File: src/rtl/sfp_vec_div_s_pkg.sv
// Shared types and helpers for the signed fixed-point vector/scalar divider.
package sfp_vec_div_s_pkg;

    // Divider control FSM states.
    typedef enum logic [2:0] {
        StIdle,
        StSetup,
        StDiv,
        StFix,
        StDone
    } div_state_e;

    // Width of the signed scratch arithmetic used for range checks.
    localparam int unsigned SfpCalcW = 64;

    // Largest value representable in a w-bit two's complement word.
    function automatic logic signed [SfpCalcW-1:0] sfp_max(input int unsigned w);
        return (64'sd1 <<< (w - 1)) - 64'sd1;
    endfunction

    // Smallest value representable in a w-bit two's complement word.
    function automatic logic signed [SfpCalcW-1:0] sfp_min(input int unsigned w);
        return -(64'sd1 <<< (w - 1));
    endfunction

    // Clamp a wide signed value into the w-bit two's complement range.
    function automatic logic signed [SfpCalcW-1:0] sfp_sat(input logic signed [SfpCalcW-1:0] value,
                                                           input int unsigned w);
        if (value > sfp_max(w)) begin
            return sfp_max(w);
        end else if (value < sfp_min(w)) begin
            return sfp_min(w);
        end
        return value;
    endfunction

endpackage

File: src/rtl/sfp_vec_div_s_div_seq.sv
// Single-component restoring divider: unsigned magnitudes, one quotient bit per cycle, MSB first.
// A start pulse loads the operands; done_o is high during the last of DvdW step cycles, and the
// quotient is available on quotient_o from the following cycle until the next start.
module sfp_vec_div_s_div_seq #(
    parameter int unsigned DvdW = 24,
    parameter int unsigned DsrW = 17
) (
    input  logic            clk_i,
    input  logic            rst_ni,
    input  logic            start_i,
    input  logic [DvdW-1:0] dividend_i,
    input  logic [DsrW-1:0] divisor_i,
    output logic            done_o,
    output logic [DvdW-1:0] quotient_o
);

    localparam int unsigned CntW = $clog2(DvdW + 1);

    // quo_q starts as the dividend; dividend bits shift out the top while quotient bits shift in.
    logic [DsrW-1:0] rem_q, rem_d;
    logic [DvdW-1:0] quo_q, quo_d;
    logic [DsrW-1:0] dsr_q, dsr_d;
    logic [CntW-1:0] cnt_q, cnt_d;
    logic            busy_q, busy_d;

    logic [DsrW:0]   trial;
    logic [DsrW:0]   trial_sub;
    logic            ge;

    // Next-state: load on start, otherwise one trial subtraction per busy cycle.
    always_comb begin
        trial     = {rem_q, quo_q[DvdW-1]};
        ge        = (trial >= {1'b0, dsr_q});
        trial_sub = trial - {1'b0, dsr_q};
        rem_d     = rem_q;
        quo_d     = quo_q;
        dsr_d     = dsr_q;
        cnt_d     = cnt_q;
        busy_d    = busy_q;
        if (start_i) begin
            rem_d  = '0;
            quo_d  = dividend_i;
            dsr_d  = divisor_i;
            cnt_d  = CntW'(DvdW);
            busy_d = 1'b1;
        end else if (busy_q) begin
            // Partial remainder stays below the divisor, so DsrW bits always suffice.
            rem_d  = ge ? trial_sub[DsrW-1:0] : trial[DsrW-1:0];
            quo_d  = {quo_q[DvdW-2:0], ge};
            cnt_d  = cnt_q - CntW'(1);
            busy_d = (cnt_q != CntW'(1));
        end
    end

    // State registers with synchronous active-low reset.
    always_ff @(posedge clk_i) begin
        if (!rst_ni) begin
            rem_q  <= '0;
            quo_q  <= '0;
            dsr_q  <= '0;
            cnt_q  <= '0;
            busy_q <= 1'b0;
        end else begin
            rem_q  <= rem_d;
            quo_q  <= quo_d;
            dsr_q  <= dsr_d;
            cnt_q  <= cnt_d;
            busy_q <= busy_d;
        end
    end

    assign done_o     = busy_q && (cnt_q == CntW'(1));
    assign quotient_o = quo_q;

endmodule

File: src/rtl/sfp_vec_div_s.sv
// Sequential signed fixed-point vector / scalar divide: out[i] = a[i] / s, components in order.
// Optional macro SFP_VEC_DIV_ROUND_EN: one guard quotient bit and half-away-from-zero rounding
// (latency N*(Q+3)); without it the quotient truncates toward zero (latency N*(Q+2)).
module sfp_vec_div_s
    import sfp_vec_div_s_pkg::*;
#(
    parameter int unsigned N    = 3,
    parameter int unsigned IW   = 8,
    parameter int unsigned FW   = 8,
    parameter int unsigned CLIP = 1
) (
    input  logic                  clk_i,
    input  logic                  rst_ni,
    input  logic                  in_valid_i,
    output logic                  in_ready_o,
    input  logic [N*(IW+FW)-1:0]  a_i,
    input  logic [IW+FW-1:0]      s_i,
    output logic                  out_valid_o,
    input  logic                  out_ready_i,
    output logic [N*(IW+FW)-1:0]  out_o,
    output logic                  div_by_zero_o,
    output logic                  clipping_o
);

    localparam int unsigned W = IW + FW;
`ifdef SFP_VEC_DIV_ROUND_EN
    localparam int unsigned Guard = 1;
`else
    localparam int unsigned Guard = 0;
`endif
    localparam int unsigned DvdW = W + FW + Guard;
    localparam int unsigned MagW = W + 1;
    localparam int unsigned IdxW = (N > 1) ? $clog2(N) : 1;

    localparam logic signed [SfpCalcW-1:0] MaxV = sfp_max(W);
    localparam logic signed [SfpCalcW-1:0] MinV = sfp_min(W);
    localparam logic [W-1:0]               MaxW = {1'b0, {(W-1){1'b1}}};
    localparam logic [W-1:0]               MinW = {1'b1, {(W-1){1'b0}}};

    div_state_e           state_q, state_d;
    logic [N*W-1:0]       a_q, a_d;
    logic [W-1:0]         s_q, s_d;
    logic [IdxW-1:0]      idx_q, idx_d;
    logic                 sign_q, sign_d;
    logic                 dbz_q, dbz_d;
    logic                 clip_q, clip_d;
    logic [N*W-1:0]       out_q, out_d;

    logic [W-1:0]         a_cur;
    logic [MagW-1:0]      mag_a;
    logic [MagW-1:0]      mag_s;
    logic [DvdW-1:0]      dividend;
    logic                 div_start;
    logic                 div_done;
    logic [DvdW-1:0]      div_quo;
    logic [DvdW-1:0]      qmag;
    logic signed [SfpCalcW-1:0] mag_w;
    logic signed [SfpCalcW-1:0] val;
    logic signed [SfpCalcW-1:0] sat;
    logic                 ovf;
    logic [W-1:0]         res;
    logic                 res_clip;
    logic [SfpCalcW-W-1:0] unused_sat_hi;

    // Select the component under work and form operand magnitudes (W+1 bits so -2^(W-1) fits).
    always_comb begin
        a_cur = '0;
        for (int i = 0; i < N; i++) begin
            if (idx_q == IdxW'(i)) begin
                a_cur = a_q[i*W +: W];
            end
        end
        mag_a    = a_cur[W-1] ? (MagW'(0) - {a_cur[W-1], a_cur}) : {1'b0, a_cur};
        mag_s    = s_q[W-1] ? (MagW'(0) - {s_q[W-1], s_q}) : {1'b0, s_q};
        dividend = DvdW'(mag_a) << (FW + Guard);
    end

    sfp_vec_div_s_div_seq #(
        .DvdW (DvdW),
        .DsrW (MagW)
    ) u_div_seq (
        .clk_i      (clk_i),
        .rst_ni     (rst_ni),
        .start_i    (div_start),
        .dividend_i (dividend),
        .divisor_i  (mag_s),
        .done_o     (div_done),
        .quotient_o (div_quo)
    );

    // Apply rounding, sign and overflow handling to the finished quotient magnitude.
    always_comb begin
`ifdef SFP_VEC_DIV_ROUND_EN
        // The guard bit set means the discarded fraction is at least one half: round up.
        qmag = (div_quo >> 1) + DvdW'(div_quo[0]);
`else
        qmag = div_quo;
`endif
        mag_w         = $signed(SfpCalcW'(qmag));
        val           = sign_q ? -mag_w : mag_w;
        ovf           = (val > MaxV) || (val < MinV);
        sat           = sfp_sat(val, W);
        unused_sat_hi = sat[SfpCalcW-1:W];
        res           = (CLIP != 0) ? sat[W-1:0] : val[W-1:0];
        res_clip      = ovf;
        if (dbz_q) begin
            // Division by zero: saturate toward the dividend's sign, or zero when wrapping.
            res_clip = (a_cur != '0);
            if (CLIP != 0 && a_cur != '0) begin
                res = a_cur[W-1] ? MinW : MaxW;
            end else begin
                res = '0;
            end
        end
    end

    // FSM next-state, datapath updates and handshake outputs.
    always_comb begin
        state_d     = state_q;
        a_d         = a_q;
        s_d         = s_q;
        idx_d       = idx_q;
        sign_d      = sign_q;
        dbz_d       = dbz_q;
        clip_d      = clip_q;
        out_d       = out_q;
        div_start   = 1'b0;
        in_ready_o  = 1'b0;
        out_valid_o = 1'b0;
        unique case (state_q)
            StIdle: begin
                in_ready_o = 1'b1;
                if (in_valid_i) begin
                    a_d     = a_i;
                    s_d     = s_i;
                    idx_d   = '0;
                    dbz_d   = (s_i == '0);
                    clip_d  = 1'b0;
                    state_d = StSetup;
                end
            end
            StSetup: begin
                div_start = 1'b1;
                sign_d    = a_cur[W-1] ^ s_q[W-1];
                state_d   = StDiv;
            end
            StDiv: begin
                if (div_done) begin
                    state_d = StFix;
                end
            end
            StFix: begin
                for (int i = 0; i < N; i++) begin
                    if (idx_q == IdxW'(i)) begin
                        out_d[i*W +: W] = res;
                    end
                end
                clip_d = clip_q | res_clip;
                if (idx_q == IdxW'(N - 1)) begin
                    state_d = StDone;
                end else begin
                    idx_d   = idx_q + IdxW'(1);
                    state_d = StSetup;
                end
            end
            StDone: begin
                out_valid_o = 1'b1;
                if (out_ready_i) begin
                    state_d = StIdle;
                end
            end
            default: begin
                state_d = StIdle;
            end
        endcase
    end

    // State registers; reset discards any vector in flight.
    always_ff @(posedge clk_i) begin
        if (!rst_ni) begin
            state_q <= StIdle;
            a_q     <= '0;
            s_q     <= '0;
            idx_q   <= '0;
            sign_q  <= 1'b0;
            dbz_q   <= 1'b0;
            clip_q  <= 1'b0;
            out_q   <= '0;
        end else begin
            state_q <= state_d;
            a_q     <= a_d;
            s_q     <= s_d;
            idx_q   <= idx_d;
            sign_q  <= sign_d;
            dbz_q   <= dbz_d;
            clip_q  <= clip_d;
            out_q   <= out_d;
        end
    end

    assign out_o         = out_q;
    assign div_by_zero_o = dbz_q;
    assign clipping_o    = clip_q;

endmodule

File: config.mk
export PLATFORM = sky130hd
export DESIGN_NAME = sfp_vec_div_s
export DESIGN_NICKNAME = d
export VERILOG_FILES = /design/src/rtl/sfp_vec_div_s_pkg.sv /design/src/rtl/sfp_vec_div_s_div_seq.sv /design/src/rtl/sfp_vec_div_s.sv
export SDC_FILE = /design/constraint.sdc
export NUM_CORES = 1
export LEC_CHECK = 0
export ABC_AREA = 1
export CAP_MARGIN = 10
export CORE_AREA = 2 2 181 183
export CTS_BUF_LIST = sky130_fd_sc_hd__clkbuf_16
export CTS_CLUSTER_DIAMETER = 120
export DETAILED_ROUTE_END_ITERATION = 7
export DIE_AREA = 0 0 183 185
export DONT_BUFFER_PORTS = 1
export HOLD_SLACK_MARGIN = 0.05
export SLEW_MARGIN = 20
export SYNTH_ARGS = -nofsm -noshare
export SYNTH_HDL_FRONTEND = slang
export SYNTH_HIERARCHICAL = 1
export SYNTH_SLANG_ARGS = --single-unit
export TNS_END_PERCENT = 30
File: constraint.sdc
create_clock -name clk_i -period 8 [get_ports clk_i]
set_input_delay 0.8 -clock clk_i [delete_from_list [all_inputs] [get_ports clk_i]]
set_output_delay 0.8 -clock clk_i [all_outputs]
set_load 0.01 [all_outputs]
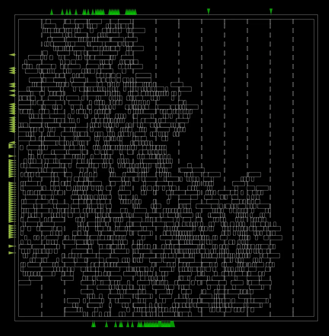
(cell outlines without signal wires)
number of well taps: 408
number of standard cells in the final layout excluding fillers: 2,052
final standard cell utilization of the core: 0.367
Filler Cell Count: 3,422
registers: 184

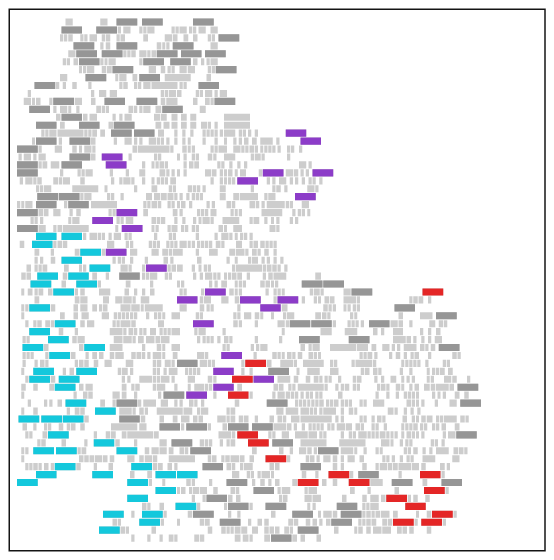
(where the registers sit)
Other sequential cells in the stronger grey, the rest of the logic in the fainter grey.
- u_div_seq/quotient_o: purple (flops 24)
- u_div_seq/dsr_q: red (flops 17)
- a_q: cyan (flops 48)

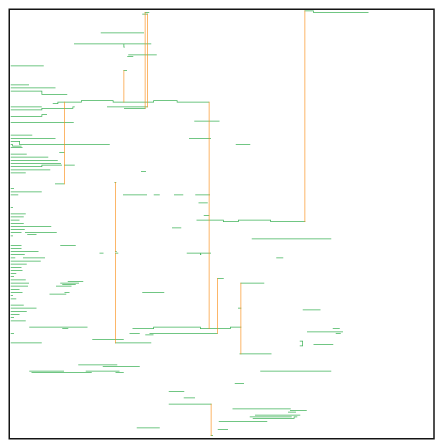
(wiring by layer)
Two of the layers only.
- metal 3: green (wire length 1,480 um)
- metal 4: orange (wire length 456 um)

==> results.txt <==
The flow run is done. Routability-driven placement congestion ratio landed at 0.866. Residual DRC count landed at 0. According to the finish report, the design has a final net count of 1,726. Routed wire length on met2 landed at 13,300 um.

For this run, the number of Yosys warnings is 6. Wire length of the first global-routing pass landed at 47,200 um. Post-synthesis to final-layout area growth landed at 7.13%. Hold violation total from the final report landed at 0. Looking at the max-slew report, the worst-margin pin has a slew of 0.966 ns. The critical path is of the flop to flop type. Met3 global-route usage landed at 0.0362. Cell count of the worst hold path landed at 2.

The endpoint identified for the worst register-to-register timing path is out_o[30]. Sequential cell fraction of total power landed at 0.224. Share of layout cells above drive strength 1 landed at 0.0639.

The critical path's slowest stage uses the library cell sky130_fd_sc_hd__ha_1. Once synthesis finished, the tally of register bits stood at 184. According to the dpl log, the detail-placed design has an HPWL of 20,600 um.

STA classifies the critical path startpoint as a flop. Via-per-instance ratio landed at 4.93. In this run, power in the clock network comes to 0.849 mW. Total congestion overflow landed at 0. Per the synth stats, the proportion of register bits with asynchronous set or reset is 0.

Setup slack closes at 4.41 ns. The run reported a max-capacitance violation count of 0. Power dissipated in combinational cells landed at 3.52 mW. For reference, the top cells by area after synthesis are sky130_fd_sc_hd__dfxtp_1, sky130_fd_sc_hd__nand2_1, sky130_fd_sc_hd__inv_1. Setup repair after global routing left no endpoint under its margin. By count the netlist is led by sky130_fd_sc_hd__nand2_1, sky130_fd_sc_hd__inv_1, sky130_fd_sc_hd__dfxtp_1, sky130_fd_sc_hd__nor2_1, sky130_fd_sc_hd__nand3_1. Checking hold timing, the worst path is listed with class flop to flop. The initial antenna violation count came to 0. Portion of total power attributed to the clock network landed at 0.151. Among all cell types in the netlist, the one instantiated most often is sky130_fd_sc_hd__nand2_1. Count of nets left with antenna violations after detail routing landed at 0. The die is 185 um tall. Via count of the routed design landed at 10,100. The worst setup path is captured at a flop. Before CTS, the worst setup slack after placement is 4.44 ns. Number of rows in the core area landed at 66. sky130_fd_sc_hd__dfxtp_1 takes more of the synthesized area than any other cell.

Synthesized instance count landed at 1,673. Routed signal wires occupy layers up through met4. Switching portion of total power landed at 0.518. Input and output buffers added on the ports amount to 0. For this design, the sink count on the clock tree is 184. Number of gates given a new drive strength after cts landed at 0. CTS clock-pin slew for the worst setup and hold paths landed at 0.07 ns. Maximum frequency from static timing analysis landed at 279 MHz.

Final setup skew landed at 0.0103 ns. Sequential power landed at 1.26 mW. Number of global-route vias before repair landed at 9,309. The analysis attributes to cell leakage a power of 5.75 nW. In the global route stage, met1 resource usage came out at 0.224. The OpenROAD report gives the critical path a required time of 8.34 ns.

According to the floorplan report, the die width is 183 um. Tally of OpenROAD warnings landed at 31. Of the available clock period, the critical path in the final layout requires 0.449. TritonCTS built the clock tree.

For the worst flop-to-flop path, the logic depth is 11. Traced cell by cell, the critical path runs through inv_1, ha_1, inv_1, o21ai_2, clkinv_1, nor2_1, nand2_1, nand3_4, nand3_1, nand2_1, inv_1. Clock latency on the worst-skew pair landed at 0.44 ns. Per the detail_route report, routed wire per instance is 14.0 um. Looking at the global route congestion table, the highest-usage layer is met2. Pins over their slew limit in the final report were tallied at 0. IR analysis of the VDD net gives a maximum drop of 306 uV.

Worst max-slew margin expressed relative to the limit landed at 0.356. Summing every instance area after synthesis gives 11,000 um^2. Of the post-synthesis cell area, the dominant cell type holds 0.335. Per the hold report, the tightest min-delay path originates at a_q[41]. Routing usage on met2 landed at 0.286.

Summed standard-cell area reported by yosys landed at 11,000 um^2. In the hold report, the worst path ends at a_q[41]. The first routing iteration left 661 violations. Total setup buffers inserted after CTS landed at 0. The initial utilization of the core area, before any placement, comes to 0.343. Internal reg-to-reg setup slack landed at 4.41 ns.

The wire length recorded after detailed routing is 28,800 um. Summed over all nets, wire length on met3 after detailed routing comes to 1480 um. The startpoint identified for the worst register-to-register timing path is idx_q[0].

H-tree depth reported by CTS landed at 4. The share of total power dissipated in combinational logic is 0.625. The share of the Yosys chip area taken by registers is 0.335. Number of buffers created by CTS landed at 17. The end-of-flow timing check tallies setup violations at 0. In this run the clock root is driven by a sky130_fd_sc_hd__clkbuf_16.

Area of the core landed at 32,000 um^2. The largest single stage delay on the critical path is 0.81 ns. Number of instances in the placed design landed at 2,020.

Worst endpoint data arrival time landed at 3.93 ns. The routed wirelength on the met1 layer is recorded as 13,600 um. Among the stages of the critical path, the cell type that occurs most often is sky130_fd_sc_hd__inv_1. Largest fanout on the critical path landed at 45. Number of diodes landed at 0. Floorplan die area landed at 33,900 um^2.

The power report lists cell-internal power as 2.72 mW. Looking at the clock tree report, the maximum root-to-sink buffer count equals 2. For this run, the leading register cell type out of synthesis is sky130_fd_sc_hd__dfxtp_1. For this design the total switching power over the nets is 2.91 mW. Across every metal layer, demand over resource in global routing totals 0.171. Number of cells in Yosys stat landed at 1,673. The routed design could run at a clock period as short as 3.59 ns.

Maximum number of pins on one net before global-route repair landed at 155. Setup TNS landed at 0 ns. The average instance in the mapped netlist occupies 6.57 um^2.

According to the I/O placement log, the pin count is 120. The dominant power group in this design is combinational logic. Placed cell area landed at 11,200 um^2.

Distinct cell type count after synthesis landed at 50. Post-synth tally of flip-flops with integrated enable landed at 0. Number of search-and-repair iterations in the first detailed-routing pass landed at 5. Dividing total power by cell area gives a power density of 478 nW/um^2.

The layout stage reports a final design area of 11,800 um^2. The run finished with clean final reports. Post-cts hold-fix buffer tally landed at 0.
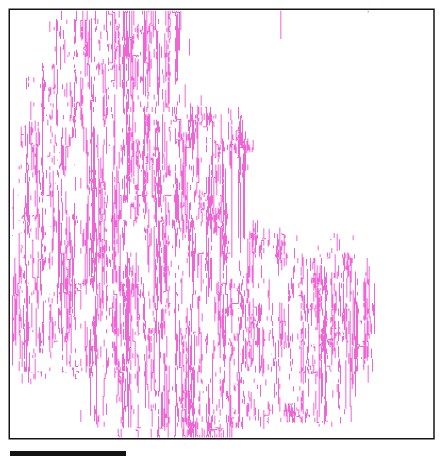
(met2 routing)
The bar under the picture is 50 um long.
- nets with wire on the layer: 1,266
- wire length on this layer: 13,300 um

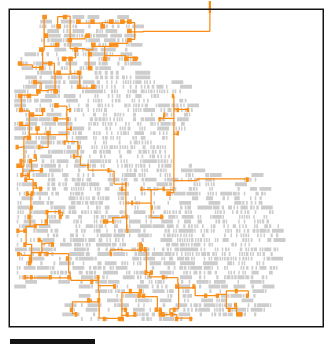
(I/O nets highlighted)
The bar under the picture is 50 um long.
- rst_ni: orange (direction input; edge top; end cells 154; wire 1,460 um)

==> worst max-delay path by stage <==
stage	startpoint	cells past startpoint	end
2_1_floorplan	idx_q[0]	21	out_o[37]
3_3_place_gp	idx_q[0]	11	out_o[22]
3_5_place_dp	idx_q[0]	11	out_o[30]
4_1_cts	idx_q[0]	11	out_o[30]
5_1_grt	idx_q[0]	11	out_o[26]
6_report	idx_q[0]	11	out_o[30]
==> through the flow <==
stage | utilization | power [mW] | hold slack [ns]
after floorplan | - | 4.14 | 0.430
after global placement | 0.349 | 4.74 | 0.440
after detailed placement | 0.349 | 4.78 | 0.450
after CTS | 0.367 | 5.65 | 0.461
after global routing | 0.367 | 6.21 | 0.480
final | 0.367 | 5.63 | 0.457
==> worst max-delay path: cells and delay by family, from the launching register on <==
family          cells  cell delay [ns]
flops               1             0.32
buf+inv             4             0.88
compound gates      1             0.53
simple gates        5             0.92
fa+ha+maj           1             0.81
==> cells in the final DEF (no fill, tap or decap), types with 3 or more instances in the layout <==
cell / n
sky130_fd_sc_hd__clkinv_2: 4
sky130_fd_sc_hd__nor2_2: 11
sky130_fd_sc_hd__a22oi_1: 31
sky130_fd_sc_hd__nand2_2: 31
sky130_fd_sc_hd__nor2_1: 161
sky130_fd_sc_hd__nand4_1: 7
sky130_fd_sc_hd__nand2_1: 393
sky130_fd_sc_hd__xnor2_1: 8
sky130_fd_sc_hd__clkbuf_16: 17
sky130_fd_sc_hd__nand3_4: 3
sky130_fd_sc_hd__inv_8: 3
sky130_fd_sc_hd__and2_1: 3
sky130_fd_sc_hd__buf_4: 8
sky130_fd_sc_hd__inv_1: 245
sky130_fd_sc_hd__o21ai_2: 3
sky130_fd_sc_hd__nand3_1: 131
sky130_fd_sc_hd__dfxtp_1: 184
sky130_fd_sc_hd__o21a_1: 45
sky130_fd_sc_hd__nand3b_1: 22
sky130_fd_sc_hd__a31oi_1: 4
sky130_fd_sc_hd__nor4_1: 5
sky130_fd_sc_hd__a21oi_1: 99
sky130_fd_sc_hd__nor3_2: 3
sky130_fd_sc_hd__o21ai_1: 4
sky130_fd_sc_hd__inv_2: 5
sky130_fd_sc_hd__o211ai_1: 8
sky130_fd_sc_hd__o21ai_0: 102
sky130_fd_sc_hd__nor3_1: 14
sky130_fd_sc_hd__xor2_1: 26
sky130_fd_sc_hd__clkinv_1: 3
sky130_fd_sc_hd__conb_1: 9
sky130_fd_sc_hd__ha_1: 26
==> final cells by class <==
cell class	count	area, um^2	share of cell area
Sequential cell	184	3680	0.313
Tap cell	408	510	0.0434
Clock buffer	17	425	0.0362
Multi-Input combinational cell	1169	5990	0.509
Clock inverter	15	154	0.0131
Timing Repair Buffer	8	60.1	0.00510
Inverter	251	942	0.0801
==> kinds of logic (layout without fill, tap and decap cells) <==
group                      count (synthesis)  count (layout)  share of synthesized area
AOI/OAI and AO/OA                        302             302                      0.161
xor gates and xnor gates                  34              34                     0.0271
adders and majority gates                 27              27                     0.0314
buffers and inverters                    328             291                      0.124
DFF                                      184             184                      0.335
other                                      1               9                   0.000341
and+or+nand+nor                          797             797                      0.321
Power figures rest on the tool's default switching activity, not on a simulated workload.
